Design apb_master_gen_flat, sky130hd; sources not shown.
Fig. 1: congestion heat map
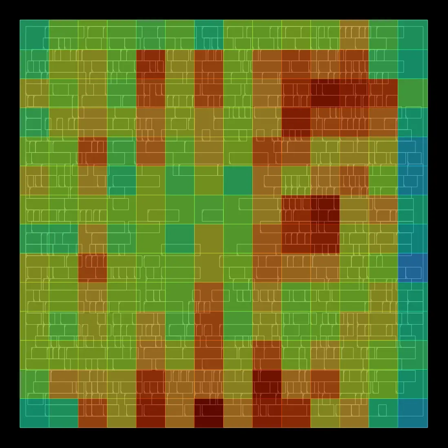
GRT Overall Usage: 22.6%
GR met2 Demand/Resource: 42.1%

Fig. 2: zoomed window
Scale bar: 5 um. Window x 38 to 58, y 58 to 78 um. Cells in gray, sequential cells in the stronger gray; small squares are vias.
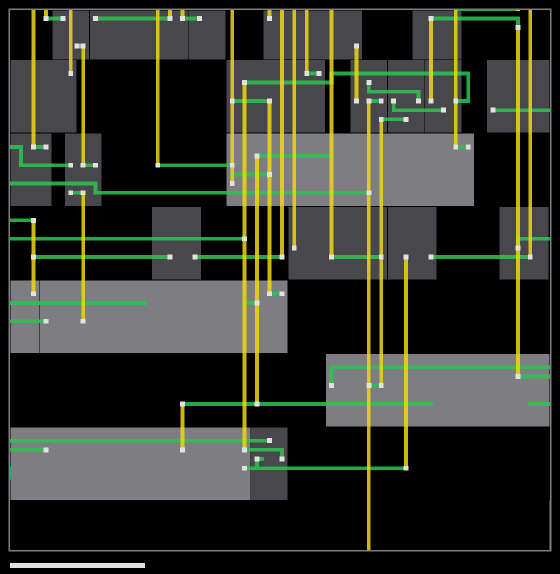
[green] met1
[yellow] met2
most frequent: nand2_1 (4), clkdlybuf4s15_1 (4), dfrtp_1 (4)
sequential cells in the window: 4
cells with their middle in the window: 20

Fig. 3: selected gate families
Scale bar: 20 um.
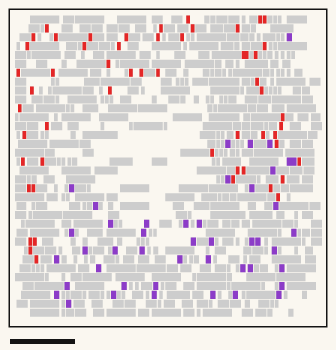
[red] inverters | cells: 54 | most used: inv_1
[purple] inverting AOI/OAI gates | cells: 44 | most used: o21ai_0
Finished Layout Cells: 752
Commonest Layout Cell: nand2_1
logic share of the area: 20.9%

Fig. 4: signal wires by layer
Scale bar: 20 um.
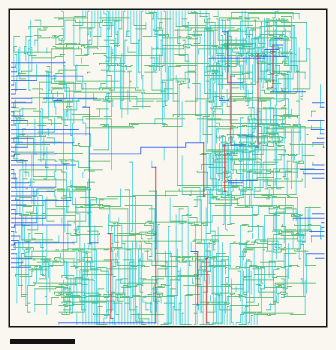
[blue] met3 | wire length: 595 um
[cyan] met2 | wire length: 5930 um
[red] met4 | wire length: 260 um
[green] met1 | wire length: 4120 um
drt total wl: 10.9 mm
DR WL/cell: 14.5 um
Vias: 3531

Fig. 5: where the registers sit
Scale bar: 20 um. Other sequential cells in the stronger gray, the rest of the logic in the fainter gray.
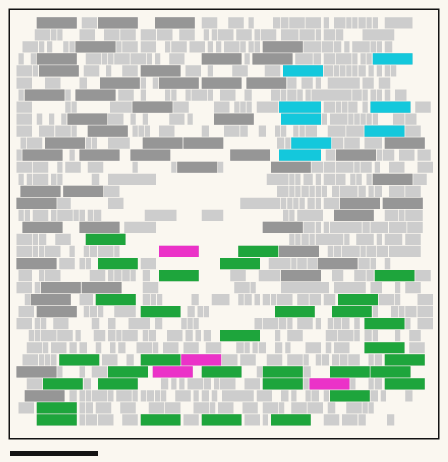
[magenta] `u_core.bus.P_strb` | sequential cells: 4 | where: south
[green] `u_core.bus.P_wdata` | sequential cells: 32
[cyan] `u_core.err_count` | sequential cells: 8
sequential power: 3.84 mW
FF+latch area: 2380 sq um

==> out/qor.txt <==
status - finished, final reports clean
MaxCap Viol Count - 0
R2R cell count - 7
max-slew violation count - 0
most common logic cells in the final layout - 148 x nand2_1, 93 x dfrtp_1, 80 x clkdlybuf4s50_1
diode count - 0
Area growth syn-to-layout - 61.6%
class of the worst hold path - in2async
worst skew pair latency - 340 ps
Leak Pwr - 3.23 nW
yosys xor share - 0.227%
die area - 9360 sq um
share of layout cells above drive strength 1 - 19.4%
Pwr Total - 9.58 mW
CTS buffer count - 9
Fin Setup TNS - 0 ps
DP Worst Slack - -99.5 ps
placed insts - 707
Clock Path Buffers - 2
vias per cell - 4.70
Avg Inst Size Synth - 8.98 sq um
Worst EP arrival - 1040 ps
final setup fails - 0
die y size - 96.7 um
pin count of the biggest net entering global routing - 60
fin crit share - 91.9%
Synth Cell Area - 3860 sq um
AO/OA Area Share - 5.80%
cell area after layout - 6240 sq um
post-synthesis cell count from yosys - 430
IO buf count - 172
placed cell area - 5760 sq um
Clock transition at path regs - 90 ps
first-pass GRT wire length - 17.1 mm
CP Max Fanout - 2
RSZ-0062 raised after global routing - yes
total gr overflow - 0
Simple Share, Synth - 23.5%
DRC - 0
CP Capture Type - output port
Util after Layout - 71.5%
fin nets - 725
Worst Path Required - 1160 ps
R2R setup slack - 130 ps
Hold Slack - 398 ps
global placement routability congestion - 0.824
CTS tree - built
drt pass-1 iters - 5
# rows - 34
Post-synth regs - 95
num ports - 173
root buffer cell - clkbuf_8
setup ws final - 118 ps
Ys Warns - 0
sequential element share of the synthesized area - 61.6%
clk sinks - 95
crit path kind - reg2out
tool warnings - 28
PwrDens - 1540 nW/um^2
H-tree depth - 3
relative slew slack - 77.1%
core area - 8720 sq um
mux share - 0%
DP HPWL - 7.27 mm
Final ANT Viol Nets - 0
die width - 96.7 um
minimum clock period - 1330 ps
critical path startpoint category - register
vias in the first global route - 3637
Worst Max-Slew Pin Slew - 340 ps
antenna violations before repair - 0
final clock skew - 10.6 ps
synthesized netlist cell count - 430
hold violation count in the final report - 0
maximum VDD drop - 0.892 mV
Post-Syn Nets - 514
max frequency - 0.751 GHz
drt initial violations - 198
Cell Type Count - 24
adder share - 0.648%
Yosys Chip Area - 3860 sq um
main logic family after synthesis - simple AND/OR/NAND/NOR gates
fp_density - 44.3%
## power by group
part	switching, mW	internal (mW)	total (mW)
logic	2.01	1.92	3.93
registers	0.439	3.40	3.84
clock network	0.857	0.945	1.80
## area by class of cell
type / instances / area, sq um
Fill cell: 643 / 2480
Inverter: 54 / 205
Clock inverter: 5 / 75.1
Tap cell: 108 / 135
Clock buffer: 9 / 124
Timing Repair Buffer: 216 / 2010
Sequential cell: 95 / 2380
Multi-Input combinational cell: 265 / 1300
## logic make-up after synthesis
group                      Yosys count
and+or+nand+nor                    218
DFF                                 95
buffers and inverters               70
AOI/OAI and AO/OA                   44
adders and majority gates            2
xor gates and xnor gates             1
## synth_stat cells, drive strengths merged
cell type	number	area, sq um
nand2	160	633
ha	2	25.0
nand3	12	70.1
inv	54	203
clkbuf	3	11.3
or2	1	6.26
a21oi	3	15.0
buf	13	103
nor2	41	171
dfrtp	95	2380
xor2	1	8.76
nand3b	2	15.0
nand4	2	12.5
o21ai	41	209
## repair_timing
action | 4_1_cts | 5_1_grt
gates resized | 188 | 66
setup buffers | 18 | 12
pin swaps | 3 | 10
hold buffers | 1 | 0
endpoints found under the hold margin | 18 | 0
endpoints found under the setup margin | 104 | 56
## metal layers
layer  track usage (%)  vias to the layer above  part of all wire, %
met5                 0                        -                    0
met4              9.18                        0                  2.4
met3              4.41                       23                  5.4
met2              42.1                      121                   54
met1              24.9                     1672                   38
li1                  -                     1715                    -
## worst max-delay path, stage by stage, from the launching register on
cell	delay, ps
dfrtp_1	410
inv_2	70
nand2_2	50
inv_2	70
buf_6	100
Power figures rest on the tool's default switching activity, not on a simulated workload.
